===== src/rtl/nco_pkg.sv =====
// Shared types and constants for the NCO configuration sequencer.
// Sequencer states, wave select codes and reset defaults.
package nco_pkg;

  localparam int FREQ_W = 64;
  localparam int DUTY_W = 16;
  localparam logic [15:0] DUTY_RESET = 16'h8000;

  typedef enum logic [1:0] {
    IDLE      = 2'd0,
    WAIT_WRAP = 2'd1,
    RAMP      = 2'd2,
    DWELL     = 2'd3
  } state_e;

  typedef enum logic [1:0] {
    WAVE_SINE   = 2'd0,
    WAVE_SQUARE = 2'd1,
    WAVE_TRI    = 2'd2,
    WAVE_SAW    = 2'd3
  } wave_e;

endpackage


===== src/rtl/nco_ramp_ctrl_if.sv =====
// Bundle between the I2C config slave, the sequencer and the NCO.
// master is the sequencer view; slave is the environment view.
interface nco_ramp_ctrl_if #(
  parameter int FREQ_W = nco_pkg::FREQ_W,
  parameter int DUTY_W = nco_pkg::DUTY_W
);
  logic              cfg_enable;
  logic [1:0]        cfg_wave;
  logic [FREQ_W-1:0] cfg_frequency;
  logic [DUTY_W-1:0] cfg_duty_cycle;
  logic              cfg_busy;
  logic              phase_wrap;
  logic              nco_enable;
  logic [1:0]        nco_wave;
  logic [FREQ_W-1:0] nco_frequency;
  logic [DUTY_W-1:0] nco_duty_cycle;
  logic              busy;
  logic              cfg_done;
  logic              wrap_timeout;

  modport master (
    input  cfg_enable, cfg_wave,
    input  cfg_frequency, cfg_duty_cycle,
    input  cfg_busy, phase_wrap,
    output nco_enable, nco_wave,
    output nco_frequency, nco_duty_cycle,
    output busy, cfg_done, wrap_timeout
  );

  modport slave (
    output cfg_enable, cfg_wave,
    output cfg_frequency, cfg_duty_cycle,
    output cfg_busy, phase_wrap,
    input  nco_enable, nco_wave,
    input  nco_frequency, nco_duty_cycle,
    input  busy, cfg_done, wrap_timeout
  );
endinterface


===== src/rtl/nco_freq_stepper.sv =====
// Clamped step of a tuning word toward its target.
// Differences are compared before any add/subtract, so no overshoot.
module nco_freq_stepper #(
  parameter int W = 64
) (
  input  logic [W-1:0] i_cur,
  input  logic [W-1:0] i_target,
  input  logic [W-1:0] i_step,
  output logic [W-1:0] o_next
);
  logic [W-1:0] w_up;
  logic [W-1:0] w_dn;

  assign w_up = i_target - i_cur;
  assign w_dn = i_cur - i_target;

  always_comb begin
    o_next = i_cur;
    if (i_target > i_cur)
      o_next = (w_up <= i_step) ? i_target : i_cur + i_step;
    else if (i_target < i_cur)
      o_next = (w_dn <= i_step) ? i_target : i_cur - i_step;
  end
endmodule


===== src/rtl/nco_ramp_ctrl.sv =====
// NCO configuration sequencer: commit on cfg_busy fall, wave/duty
// applied at phase wrap, tuning word ramped in clamped dwelled steps.
module nco_ramp_ctrl
  import nco_pkg::*;
#(
  parameter int              FREQ_W       = 64,
  parameter int              DUTY_W       = 16,
  parameter logic [FREQ_W-1:0] STEP       = 64'd1048576,
  parameter int unsigned     DWELL_CYCLES = 1024,
  parameter int unsigned     WRAP_TIMEOUT = 65535
) (
  input  logic          clk,
  input  logic          reset,
  nco_ramp_ctrl_if.master bus
);
  localparam logic [31:0] TMO_LD = 32'(WRAP_TIMEOUT - 1);
  localparam logic [31:0] DWL_LD = 32'(DWELL_CYCLES - 1);

  state_e            r_state, w_state;
  logic              r_busy_last;
  logic              r_en, w_en;
  logic [1:0]        r_wave, w_wave;
  logic [FREQ_W-1:0] r_freq, w_freq;
  logic [DUTY_W-1:0] r_duty, w_duty;
  logic [1:0]        r_tgt_wave, w_tgt_wave;
  logic [FREQ_W-1:0] r_tgt_freq, w_tgt_freq;
  logic [DUTY_W-1:0] r_tgt_duty, w_tgt_duty;
  logic [31:0]       r_tmo, w_tmo;
  logic [31:0]       r_dwl, w_dwl;
  logic              r_done, w_done;
  logic              r_wto, w_wto;
  logic              w_commit;
  logic [FREQ_W-1:0] w_next;

  assign w_commit = r_busy_last & ~bus.cfg_busy;

  nco_freq_stepper #(.W(FREQ_W)) u_step (
    .i_cur    (r_freq),
    .i_target (r_tgt_freq),
    .i_step   (STEP),
    .o_next   (w_next)
  );

  always_ff @(posedge clk or negedge reset) begin
    if (!reset) begin
      r_state     <= IDLE;
      r_busy_last <= 1'b1;
      r_en        <= 1'b0;
      r_wave      <= '0;
      r_freq      <= '0;
      r_duty      <= DUTY_W'(DUTY_RESET);
      r_tgt_wave  <= '0;
      r_tgt_freq  <= '0;
      r_tgt_duty  <= DUTY_W'(DUTY_RESET);
      r_tmo       <= '0;
      r_dwl       <= '0;
      r_done      <= 1'b0;
      r_wto       <= 1'b0;
    end else begin
      r_state     <= w_state;
      r_busy_last <= bus.cfg_busy;
      r_en        <= w_en;
      r_wave      <= w_wave;
      r_freq      <= w_freq;
      r_duty      <= w_duty;
      r_tgt_wave  <= w_tgt_wave;
      r_tgt_freq  <= w_tgt_freq;
      r_tgt_duty  <= w_tgt_duty;
      r_tmo       <= w_tmo;
      r_dwl       <= w_dwl;
      r_done      <= w_done;
      r_wto       <= w_wto;
    end
  end

  always_comb begin
    w_state    = r_state;
    w_en       = r_en;
    w_wave     = r_wave;
    w_freq     = r_freq;
    w_duty     = r_duty;
    w_tgt_wave = r_tgt_wave;
    w_tgt_freq = r_tgt_freq;
    w_tgt_duty = r_tgt_duty;
    w_tmo      = r_tmo;
    w_dwl      = r_dwl;
    w_done     = 1'b0;
    w_wto      = r_wto;
    if (w_commit) begin
      w_tgt_wave = bus.cfg_wave;
      w_tgt_freq = bus.cfg_frequency;
      w_tgt_duty = bus.cfg_duty_cycle;
      w_wto      = 1'b0;
      if (!bus.cfg_enable) begin
        w_en    = 1'b0;
        w_state = IDLE;
        w_done  = 1'b1;
      end else if (!r_en) begin
        w_en    = 1'b1;
        w_wave  = bus.cfg_wave;
        w_freq  = bus.cfg_frequency;
        w_duty  = bus.cfg_duty_cycle;
        w_state = IDLE;
        w_done  = 1'b1;
      end else begin
        w_state = WAIT_WRAP;
        w_tmo   = TMO_LD;
      end
    end else begin
      unique case (r_state)
        IDLE: ;
        WAIT_WRAP: begin
          if (bus.phase_wrap || r_tmo == '0) begin
            w_wave  = r_tgt_wave;
            w_duty  = r_tgt_duty;
            w_wto   = ~bus.phase_wrap;
            w_state = RAMP;
          end else begin
            w_tmo = r_tmo - 32'd1;
          end
        end
        RAMP: begin
          if (r_freq == r_tgt_freq) begin
            w_state = IDLE;
            w_done  = 1'b1;
          end else begin
            w_freq  = w_next;
            w_dwl   = DWL_LD;
            w_state = DWELL;
          end
        end
        DWELL: begin
          if (r_dwl == '0) w_state = RAMP;
          else             w_dwl   = r_dwl - 32'd1;
        end
      endcase
    end
  end

  assign bus.nco_enable     = r_en;
  assign bus.nco_wave       = r_wave;
  assign bus.nco_frequency  = r_freq;
  assign bus.nco_duty_cycle = r_duty;
  assign bus.busy           = (r_state != IDLE);
  assign bus.cfg_done       = r_done;
  assign bus.wrap_timeout   = r_wto;
endmodule


===== src/flat_wrapper.sv =====
// flat-port wrapper written by rule: the top's interface ports become plain ports
module nco_ramp_ctrl_flat import nco_pkg::*;
#(
  parameter int              FREQ_W       = 64,
  parameter int              DUTY_W       = 16,
  parameter logic [FREQ_W-1:0] STEP       = 64'd1048576,
  parameter int unsigned     DWELL_CYCLES = 1024,
  parameter int unsigned     WRAP_TIMEOUT = 65535
)
  (clk, reset, bus_cfg_enable, bus_cfg_wave, bus_cfg_frequency, bus_cfg_duty_cycle, bus_cfg_busy, bus_phase_wrap, bus_nco_enable, bus_nco_wave, bus_nco_frequency, bus_nco_duty_cycle, bus_busy, bus_cfg_done, bus_wrap_timeout);
  nco_ramp_ctrl_if #(.FREQ_W(FREQ_W), .DUTY_W(DUTY_W)) bus_i ();
  input  logic clk;
  input  logic reset;
  input wire logic [$bits(bus_i.cfg_enable)-1:0] bus_cfg_enable;
  input wire logic [$bits(bus_i.cfg_wave)-1:0] bus_cfg_wave;
  input wire logic [$bits(bus_i.cfg_frequency)-1:0] bus_cfg_frequency;
  input wire logic [$bits(bus_i.cfg_duty_cycle)-1:0] bus_cfg_duty_cycle;
  input wire logic [$bits(bus_i.cfg_busy)-1:0] bus_cfg_busy;
  input wire logic [$bits(bus_i.phase_wrap)-1:0] bus_phase_wrap;
  output wire logic [$bits(bus_i.nco_enable)-1:0] bus_nco_enable;
  output wire logic [$bits(bus_i.nco_wave)-1:0] bus_nco_wave;
  output wire logic [$bits(bus_i.nco_frequency)-1:0] bus_nco_frequency;
  output wire logic [$bits(bus_i.nco_duty_cycle)-1:0] bus_nco_duty_cycle;
  output wire logic [$bits(bus_i.busy)-1:0] bus_busy;
  output wire logic [$bits(bus_i.cfg_done)-1:0] bus_cfg_done;
  output wire logic [$bits(bus_i.wrap_timeout)-1:0] bus_wrap_timeout;
  assign bus_i.cfg_enable = bus_cfg_enable;
  assign bus_i.cfg_wave = bus_cfg_wave;
  assign bus_i.cfg_frequency = bus_cfg_frequency;
  assign bus_i.cfg_duty_cycle = bus_cfg_duty_cycle;
  assign bus_i.cfg_busy = bus_cfg_busy;
  assign bus_i.phase_wrap = bus_phase_wrap;
  assign bus_nco_enable = bus_i.nco_enable;
  assign bus_nco_wave = bus_i.nco_wave;
  assign bus_nco_frequency = bus_i.nco_frequency;
  assign bus_nco_duty_cycle = bus_i.nco_duty_cycle;
  assign bus_busy = bus_i.busy;
  assign bus_cfg_done = bus_i.cfg_done;
  assign bus_wrap_timeout = bus_i.wrap_timeout;
  nco_ramp_ctrl #(.FREQ_W(FREQ_W), .DUTY_W(DUTY_W), .STEP(STEP), .DWELL_CYCLES(DWELL_CYCLES), .WRAP_TIMEOUT(WRAP_TIMEOUT)) u_core (.clk(clk), .reset(reset), .bus(bus_i));
endmodule

===== config.mk =====
export PLATFORM = sky130hd
export DESIGN_NAME = nco_ramp_ctrl_flat
export DESIGN_NICKNAME = d
export VERILOG_FILES = /design/src/rtl/nco_pkg.sv /design/src/rtl/nco_ramp_ctrl_if.sv /design/src/rtl/nco_freq_stepper.sv /design/src/rtl/nco_ramp_ctrl.sv /design/src/flat_wrapper.sv
export SDC_FILE = /design/constraint.sdc
export NUM_CORES = 1
export LEC_CHECK = 0
export ABC_AREA = 1
export CAP_MARGIN = 5
export CORE_MARGIN = 4
export CORE_UTILIZATION = 40
export CTS_CLUSTER_SIZE = 14
export DETAILED_ROUTE_END_ITERATION = 8
export PLACE_DENSITY_LB_ADDON = 0.25
export SLEW_MARGIN = 20
export SYNTH_ARGS = -nofsm -noshare
export SYNTH_HDL_FRONTEND = slang
export SYNTH_SLANG_ARGS = --single-unit
export TNS_END_PERCENT = 1

===== constraint.sdc =====
create_clock -name clk -period 7.55 [get_ports clk]
set_input_delay 2.265 -clock clk [delete_from_list [all_inputs] [get_ports clk]]
set_output_delay 2.265 -clock clk [all_outputs]
set_load 0.1 [all_outputs]

==> results.yml <==
# physical design summary
place:
  placed_cell_area_sq_mm: 0.0285
  port_buffers: 172
  dp_cells: 5483
  routabilityCongestion: 1.05
  post-place-ws_ns: 1.78
  dpl.hpwl_um: 79900
cells_and_area:
  regArea_sq_mm: 0.00586
  n_all_inverters: 783
  layout_top_cells: "1759 x nand2_1, 741 x inv_1, 419 x nor2_1"
  clock_area_share_pct: 3.10
  nets: 4880
  layout_top_cell: "nand2_1"
  comb_cells: 3428
  sh_comb_area_pct: 57.1
  largest_class: "logic gates"
  n_all_buffers: 183
  fill_cells: 7055
  diodes: 0
sta:
  setup_viol: 0
  timing.setup.tns_ns: 0
  tightest_slew_ns: 1.07
  period_minus_slack_ns: 5.26
  hold_slack_ns: 0.463
  slew_viol_final: 0
  finalClockSkew_ns: 0.0111
  rsz0062_at_grt: "no"
pwr:
  leakage_nw: 16.0
  seq-power_mw: 2.11
  top_power_group: "combinational logic"
  comb-power_mw: 10.4
  swShare_pct: 62.8
  power_mw: 13.8
  power_frac_seq_pct: 15.3
  p_per_area_mw_per_mm2: 471
  switching_power_mw: 8.69
critical_path:
  critical-path-top-delay-family: "simple AND/OR/NAND/NOR gates"
  crit_path_end: "u_core.r_tmo[19]"
  crit_required_ns: 8.04
  end_kind: "register"
  crit_chain: "clkdlybuf4s50_1 > nor2_4 > inv_2 > nor2_1 > inv_1 > o21ai_0 > nand2_1 > inv_1 > nand3b_1 > nor2_1 > nand2_1 > nor3_1 > a21oi_1 > nor3_1"
  reg2reg_to: "u_core.bus.nco_frequency[5]"
  r2r-start: "u_core.bus.nco_frequency[41]"
  reg2reg_setup_slack_ns: 2.44
  critPathSlowestCell: "nor2_4"
  cpPeakStageDelay_ns: 0.66
  worst-endpoint-arrival_ns: 5.75
clock_tree:
  clock_latency_ns: 0.58
  postCtsHoldBufs: 0
  cts_resized: 0
  post_cts_buffers: 0
  cts.sinks: 234
  root_buffer: "clkbuf_16"
  clockBufferDepth: 3
route:
  route.detailed.wl_per_inst_um: 17.6
  drtAntennaViolNets: 0
  num_vias: 28509
  drt_iter0_drc: 2439
  wl_um: 97600
  drc: 0
  top_layer: "met4"
  avgViaCountPerCell: 5.15
  dr_wl_met3_um: 8670
global_route:
  met2_usage_pct: 44.1
  grtUsageTotal_pct: 27.0
  gr-total-overflow: 0
  grt_pass1_vias: 26920
  antenna_found_initial: 0
  grt_start_max_net_pins: 138
  grt_first_pass_wirelength_um: 150000
  grtUsageMet3_pct: 5.93
floorplanning:
  initCoreUtil_pct: 40.5
  die_area_sq_mm: 0.0694
  num_io_pins: 173
  fp.dieH_um: 263
  die_x_um: 263
  core_area_sq_mm: 0.0645
  nWellTaps: 855
synth:
  logic_family: "simple AND/OR/NAND/NOR gates"
  simple_gate_share_pct: 44.3
  mux_share_pct: 0.777
  synth_async_sr_flop_share_pct: 100
  fp_nets: 4777
  synth_adder_area_share_pct: 6.47
  most_common_cell: "nand2_1"
  top_cells_by_area: "nand2_1 25%, dfrtp_1 22%, inv_1 11%"
  yosysTopAreaCell: "nand2_1"
  ys_seq_share_pct: 22.5
  synth-edff-count: 0
  xor_area_share_pct: 3.39
  yosys_most_used_dff: "dfrtp_1"
worst_hold_path:
  min_from: "u_core.r_tgt_duty[1]"
  holdCritPathClass: "reg2reg"
  hold_depth: 2
  hold_path_end: "u_core.r_tgt_duty[1]"
outcome:
  outcome: "finished, final reports clean"
run:
  warnings: 97
  maxCapViolations: 0
**Placement view**

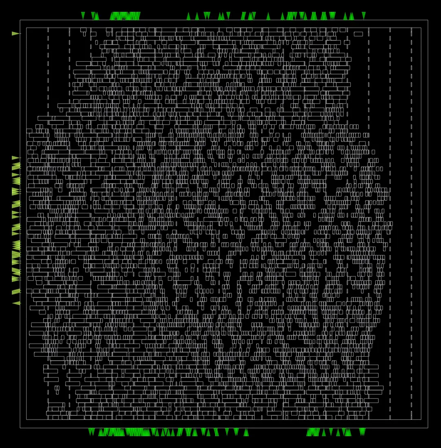
flip-flops: 234
Final Non-Filler Cells: 5534
sequential share of cell area: 19.9%

**Drive-strength map**

Drawn at 2 px/um.
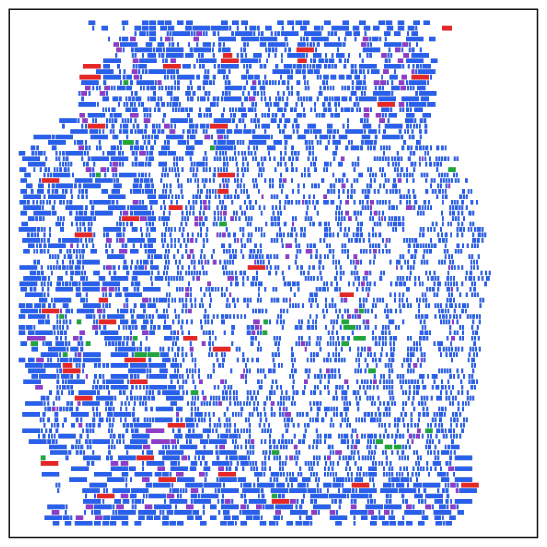
Red stands for x6 and larger, cells 39, share 0.83%, most used clkbuf_16. Blue stands for x1 and smaller, cells 4391, share 94%, most used nand2_1. Purple stands for x2, cells 219, share 4.7%, most used a21oi_2. Green stands for x3 and x4, cells 30, share 0.64%, most used nor2_4.
worst setup margin: 2.29 ns
synth-to-layout area growth: 12.6%
final instance area: 0.0294 sq mm

**Pin map**

Drawn at 2 px/um. Pins as bars across the die edge, other pins in grey.
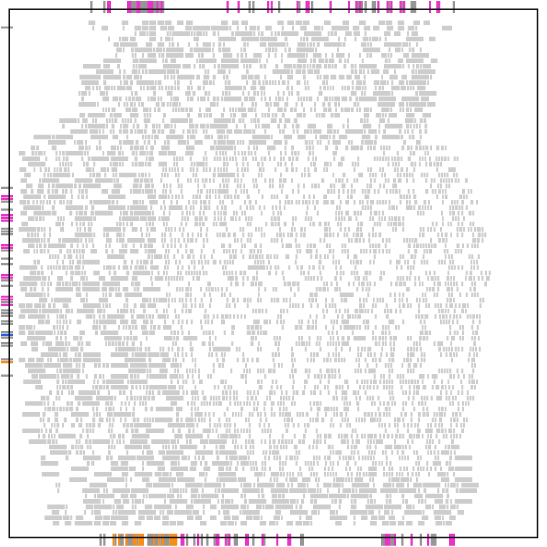
Magenta stands for `bus_nco_frequency`, pins 64, direction output, edge 30 north, 22 south, 12 west. Orange stands for `bus_cfg_duty_cycle`, pins 16, direction input, edge 15 south, 1 west. Blue stands for `bus_nco_enable`, pins 1, direction output, edge west.
All pins by edge: 76 south, 59 north, 38 west.

**Signal wires by layer**

Drawn at 2 px/um. Only two layers are drawn.
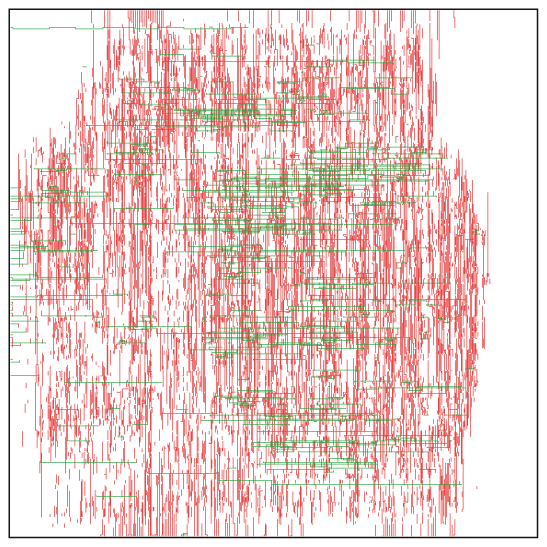
Green stands for M3, wire length 8670 um. Red stands for M2, wire length 43.5 mm.

**Wires at chosen ports, followed through buffers**

Drawn at 1 px/um.
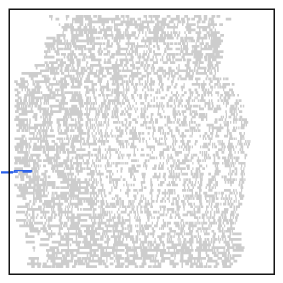
Blue stands for `bus_nco_enable`, direction output, edge west, end cells 1, wire 26.3 um.

Power and IR drop assume default switching activity.
